--- config.mk ---
export PLATFORM = sky130hd
export DESIGN_NAME = fp_mant_normalizer
export DESIGN_NICKNAME = d
export VERILOG_FILES = /design/src/rtl/fp_mant_normalizer_pkg.sv /design/src/rtl/fp_exp_incdec.sv /design/src/rtl/fp_mant_normalizer.sv
export SDC_FILE = /design/constraint.sdc
export NUM_CORES = 1
export LEC_CHECK = 0
export ABC_AREA = 1
export CORE_UTILIZATION = 52
export DETAILED_ROUTE_END_ITERATION = 16
export PLACE_DENSITY = 0.79
export SLEW_MARGIN = 40
export SYNTH_ARGS = -nofsm -noshare
export SYNTH_HDL_FRONTEND = slang
export SYNTH_HIERARCHICAL = 1
export SYNTH_SLANG_ARGS = --single-unit
--- constraint.sdc ---
create_clock -name clk -period 5.8 [get_ports clk]
set_input_delay 0.58 -clock clk [delete_from_list [all_inputs] [get_ports clk]]
set_output_delay 0.58 -clock clk [all_outputs]
set_load 0.005 [all_outputs]
--- src/rtl/fp_mant_normalizer_pkg.sv ---
// Shared types and defaults for the FP add/sub mantissa normalizer.
package fp_pkg;

    localparam int MAN_W_DEF = 7;
    localparam int EXP_W_DEF = 8;

    localparam logic [EXP_W_DEF-1:0] EXP_ALL_ONES = '1;

    typedef enum logic [1:0] {
        IDLE  = 2'd0,
        SHIFT = 2'd1,
        DONE  = 2'd2
    } norm_state_e;

    typedef struct packed {
        logic ovf;
        logic unf;
        logic zero;
        logic inexact;
    } fp_flags_t;

endpackage

--- src/rtl/fp_exp_incdec.sv ---
// Ripple +/-1 on an unsigned exponent, built as a chain of 1-bit full adders.
module fp_fa (
    input  logic a,
    input  logic b,
    input  logic ci,
    output logic s,
    output logic co
);
    assign s  = a ^ b ^ ci;
    assign co = (a & b) | (ci & (a ^ b));
endmodule

module fp_exp_incdec #(
    parameter int W = 8
) (
    input  logic [W-1:0] a,
    input  logic         up,
    output logic [W-1:0] y
);
    // up: a + 0 + cin(1); down: a + all-ones + cin(0), i.e. a - 1
    logic [W-1:0] c;

    assign c[0] = up;

    for (genvar i = 0; i < W - 1; i++) begin : g_fa
        fp_fa u_fa (
            .a  (a[i]),
            .b  (~up),
            .ci (c[i]),
            .s  (y[i]),
            .co (c[i+1])
        );
    end

    assign y[W-1] = a[W-1] ^ ~up ^ c[W-1];

endmodule

--- src/rtl/fp_mant_normalizer.sv ---
// Serial mantissa normalizer: one shift per cycle, one operation in flight.
module fp_mant_normalizer import fp_pkg::*; #(
    parameter int MAN_W = MAN_W_DEF,
    parameter int EXP_W = EXP_W_DEF
) (
    input  logic             clk,
    input  logic             rst_n,
    input  logic             in_valid,
    output logic             in_ready,
    input  logic             in_sign,
    input  logic [EXP_W-1:0] in_exp,
    input  logic [MAN_W:0]   in_raw,
    output logic             out_valid,
    input  logic             out_ready,
    output logic             out_sign,
    output logic [EXP_W-1:0] out_exp,
    output logic [MAN_W-1:0] out_mant,
    output logic [3:0]       out_flags
);

    localparam logic [EXP_W-1:0] EXP_MAX = '1;
    localparam logic [EXP_W-1:0] EXP_ONE = EXP_W'(1);

    norm_state_e      state;
    logic             sign_q;
    logic [EXP_W-1:0] exp_q;
    logic [MAN_W:0]   raw_q;
    logic             special_q;
    fp_flags_t        flags_q;
    logic [EXP_W-1:0] exp_nxt;

    // Direction follows the carry: carry set means the only move is right/up.
    fp_exp_incdec #(.W(EXP_W)) u_incdec (
        .a  (exp_q),
        .up (raw_q[MAN_W]),
        .y  (exp_nxt)
    );

    always_ff @(posedge clk or negedge rst_n) begin
        if (!rst_n) begin
            state     <= IDLE;
            in_ready  <= 1'b1;
            out_valid <= 1'b0;
            sign_q    <= 1'b0;
            exp_q     <= '0;
            raw_q     <= '0;
            special_q <= 1'b0;
            flags_q   <= '0;
            out_sign  <= 1'b0;
            out_exp   <= '0;
            out_mant  <= '0;
            out_flags <= '0;
        end else begin
            case (state)
                IDLE: begin
                    if (in_valid) begin
                        sign_q    <= in_sign;
                        exp_q     <= in_exp;
                        raw_q     <= in_raw;
                        special_q <= (in_exp == EXP_MAX);
                        flags_q   <= '0;
                        in_ready  <= 1'b0;
                        state     <= SHIFT;
                    end
                end
                SHIFT: begin
                    if (special_q) begin
                        state <= DONE;
                    end else if (raw_q == '0) begin
                        exp_q        <= '0;
                        flags_q.zero <= 1'b1;
                        state        <= DONE;
                    end else if (raw_q[MAN_W]) begin
                        raw_q           <= {1'b0, raw_q[MAN_W:1]};
                        exp_q           <= exp_nxt;
                        flags_q.inexact <= flags_q.inexact | raw_q[0];
                        // Saturate: reaching all-ones is overflow, never wrap.
                        if (exp_nxt == EXP_MAX) begin
                            raw_q       <= '0;
                            flags_q.ovf <= 1'b1;
                            state       <= DONE;
                        end
                    end else if (raw_q[MAN_W-1]) begin
                        state <= DONE;
                    end else if (exp_q <= EXP_ONE) begin
                        exp_q        <= '0;
                        raw_q        <= '0;
                        flags_q.unf  <= 1'b1;
                        flags_q.zero <= 1'b1;
                        state        <= DONE;
                    end else begin
                        raw_q <= raw_q << 1;
                        exp_q <= exp_nxt;
                    end
                end
                DONE: begin
                    // First DONE cycle loads the output registers, then hold.
                    if (!out_valid) begin
                        out_sign  <= sign_q;
                        out_exp   <= exp_q;
                        out_mant  <= raw_q[MAN_W-1:0];
                        out_flags <= flags_q;
                        out_valid <= 1'b1;
                    end else if (out_ready) begin
                        out_valid <= 1'b0;
                        in_ready  <= 1'b1;
                        state     <= IDLE;
                    end
                end
                default: begin
                    state     <= IDLE;
                    in_ready  <= 1'b1;
                    out_valid <= 1'b0;
                end
            endcase
        end
    end

endmodule
==> run summary, run 1 <==
run metrics: Non-Clock Buffer Count=42, Avg Vias per Cell=5.43, I/O pins=43, top routing layer in use=met4, Core Rows=24, status=completed, Log Warnings=26, setup ws final=980 ps, setup repair after global routing missed its margin=no, Synth Area per Inst=around 8.5 um2, Sink Count=between 40 and 50, largest class=registers, Met2 Routed Length=2.48 mm, P per Cell Area=584 nW/um2, MaxCap Viol Count=0, Worst R2R Setup Slack=980 ps, Int Power=0.991 mW, switching pwr=0.732 mW, routed length on met1=2.46 mm, largest net degree at the start of global routing=approximately 47, CP Launch Type=register, average wire per cell in the routed design=14.0 um, ANT cells=0, clk pwr=around 0.23 mW, CTS buffer count=5, Worst R2R Start=raw_q[7]$_DFFE_PN0P_, Hold WS=272 ps, Inverters=29, top_reg_cell synth=dfrtp_1, GR Util met2=38.0%, clkbuf count=7, Lkg Pwr=~1.4 nW, ClkCell Share=between 3 and 4%, area share, top type=47.2%, Largest cells by area=dfrtp_1, nand2_1, fa_1, first-pass GRT wire length=9.09 mm, H-tree depth=2, Gate power share=between 50% and 60%
run 1: kinds of logic after synthesis:
kind of cell	synth area share [%]
buffers and inverters	5.67
AND/OR/NAND/NOR	26.9
multiplexers	2.36
adder cells (fa/ha/maj)	5.88
AND-OR/OR-AND	10.9
flip-flops	48.3
run 1: critical path, cell delays in order (launching register included):
cell	delay, ps
dfrtp_1	490
inv_1	270
fa_1	480
fa_1	400
fa_1	390
fa_1	410
fa_1	420
fa_1	390
fa_1	400
inv_1	60
nand2_1	60
nand2_1	60
nand2_1	40
nand2_1	80
nand2_1	50
nor2_1	80
nand2_1	170
nor2_1	210
nor2_1	70
nand2_1	100
a21oi_1	70
run_1/gates.png
(4 px per um)
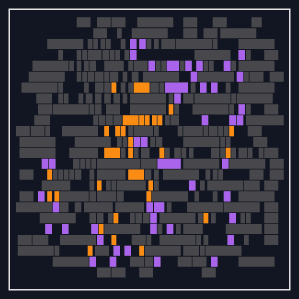
legend:
  nor cells:
    colour: orange
    cells: 30
    most_used: nor2_1
    where: middle
  aoi and oai cells:
    colour: purple
    cells: 46
    most_used: a21oi_1
    where: all over the die

run_1/clock_wires.png
(4 px per um)
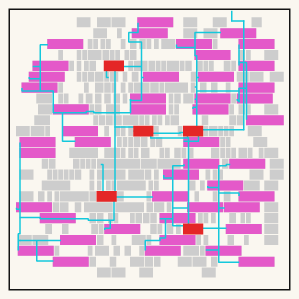
legend:
  clock wires:
    colour: cyan
    length: 546 um
  flip-flops:
    colour: magenta
    count: 46
  clock-net drivers:
    colour: red
    count: 5
flops lie: all over the die
routed clock nets: 6

run_1/floorplan.png
(6 px per um) Pins as bars on the die edge.
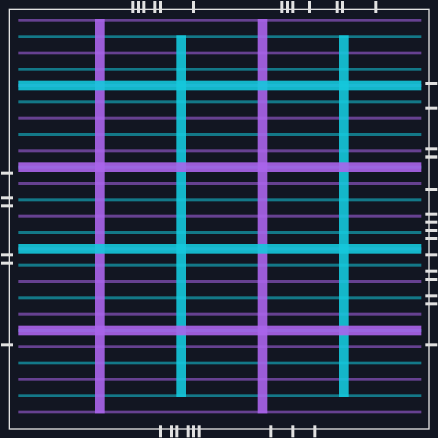
legend:
  VSS:
    colour: purple
  VDD:
    colour: cyan
signal pins: 43
rows: 24
met1 rails: 25
die height: 69.7 um
Die X: 69.7 um
VDD IR-drop max: 0.320 mV
Core Footprint: 4380 um2

run_1/layers.png
(6 px per um)
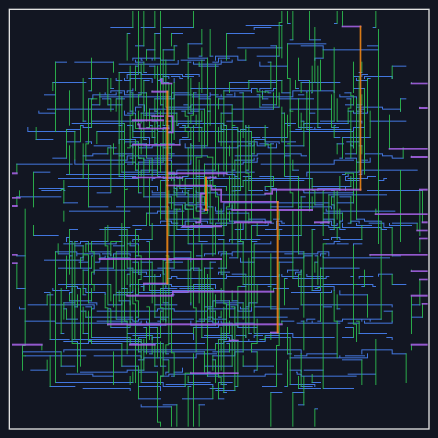
legend:
  M3:
    colour: purple
    wire_length: 270 um
  M4:
    colour: orange
    wire_length: 86.4 um
  M2:
    colour: green
    wire_length: 2480 um
  M1:
    colour: blue
    wire_length: 2460 um
vias: 2053
Total GRT Usage: 23.8%

==> inputs of run 2 (changes only) <==
clock period = 4.8 ns   (was 5.8 ns; I/O delays follow)
run_2/clock_nets.png
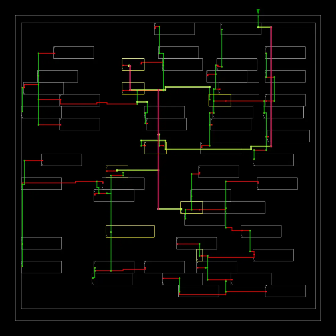
clkbuf count: 7
clk pwr: 0.297 mW
clk_lat worst skew: 300 ps
CTS buffer count: 5

run_2/gates.png
(4 px per um)
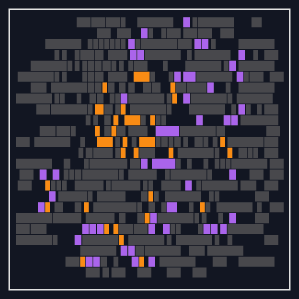
legend:
  nor cells:
    colour: orange
    cells: 30
    most_used: nor2_1
  aoi and oai cells:
    colour: purple
    cells: 46
    most_used: a21oi_1

==> run 2 against run 1 <==
  * Area after synthesis is the same
  * Setup slack lost 750 ps
  * Wire length is 3.8% higher
  * Clock power increased by 27%
  * Synthesized cell count is the same
  * Fmax grew 5.4%
  * Combinational power grew 24%
  * Sequential share of layout area is 0.24 points lower
  * Critical path type unchanged
  * Global-route usage grew 0.71 points
  * Register-to-register slack got worse by 750 ps
  * Largest power group unchanged
==> run summary, run 2 <==
run metrics: vias=roughly 2100, Sink Count=around 46, Avg Vias per Cell=5.49, largest net degree at the start of global routing=47, Total GRT Usage=24.6%, die height=69.7 um, Core Footprint=4380 um2, Die X=69.7 um, area share, top type=47.2%, most common logic cells in the final layout=nand2_1, dfrtp_1, clkdlybuf4s50_1, Inverters=29, VDD IR-drop max=0.370 mV, GR Util met2=between 30% and 40%, ANT cells=0, switching pwr=around 0.91 mW, CP delay by family, top=adder cells, Int Power=1.22 mW, Synth Area per Inst=8.49 um2, P per Cell Area=716 nW/um2, Worst R2R Setup Slack=roughly 220 ps, Slew headroom=60.6%, setup repair after global routing missed its margin=no, Gate power share=52.1%, ClkCell Share=3.92%, Worst R2R Start=raw_q[7]$_DFFE_PN0P_, first-pass GRT wire length=9.41 mm, CP Launch Type=register, crit path cell chain=inv_1, fa_1, fa_1, fa_1, fa_1, fa_1, fa_1, fa_1, inv_1, nand2_1, nand2_1, nand2_1, nand2_1, nand2_1, nor2_1, nand2_1, nor2_2, nor2_1, nand2_1, a21oi_1, H-tree depth=2, average wire per cell in the routed design=14.5 um, I/O pins=around 43, HPWL Detailed=3.80 mm, Core Rows=24, MaxCap Viol Count=0, Buf/Inv on CP=2, status=completed, slowest stage cell, crit path=dfrtp_2, Log Warnings=26, Met2 Routed Length=2.61 mm, Hold WS=between 150 and 200 ps, Largest cells by area=dfrtp_1, nand2_1, fa_1, critical path depth in cells=20, Non-Clock Buffer Count=43, top routing layer in use=met4, largest class=registers
==> run 2: cell counts after synthesis <==
Identical to the previous run, type by type.
==> run 2: kinds of logic (layout without fill, tap and decap cells) <==
logic type / count (synthesis) / after routing / share of synthesized area (%)
multiplexers: 5 / 5 / 2.36
adder cells (fa/ha/maj): 7 / 7 / 5.88
AND/OR/NAND/NOR: 143 / 143 / 26.9
flip-flops: 46 / 46 / 48.3
buffers and inverters: 34 / 80 / 5.67
AND-OR/OR-AND: 46 / 46 / 10.9
==> run 2: timing repair <==
item | CTS | global route
endpoints found under the setup margin | 0 | 2
gates resized | 0 | 2
setup buffers | 0 | 0
==> run 2: stage by stage <==
stage | worst slack, ps | std cells
finish | 225 | 379
global route | 58.8 | 379
CTS | 213 | 379
detailed placement | 327 | 371
global placement | 500 | 371
floorplan | 473 | 281
Power figures rest on the tool's default switching activity, not on a simulated workload.
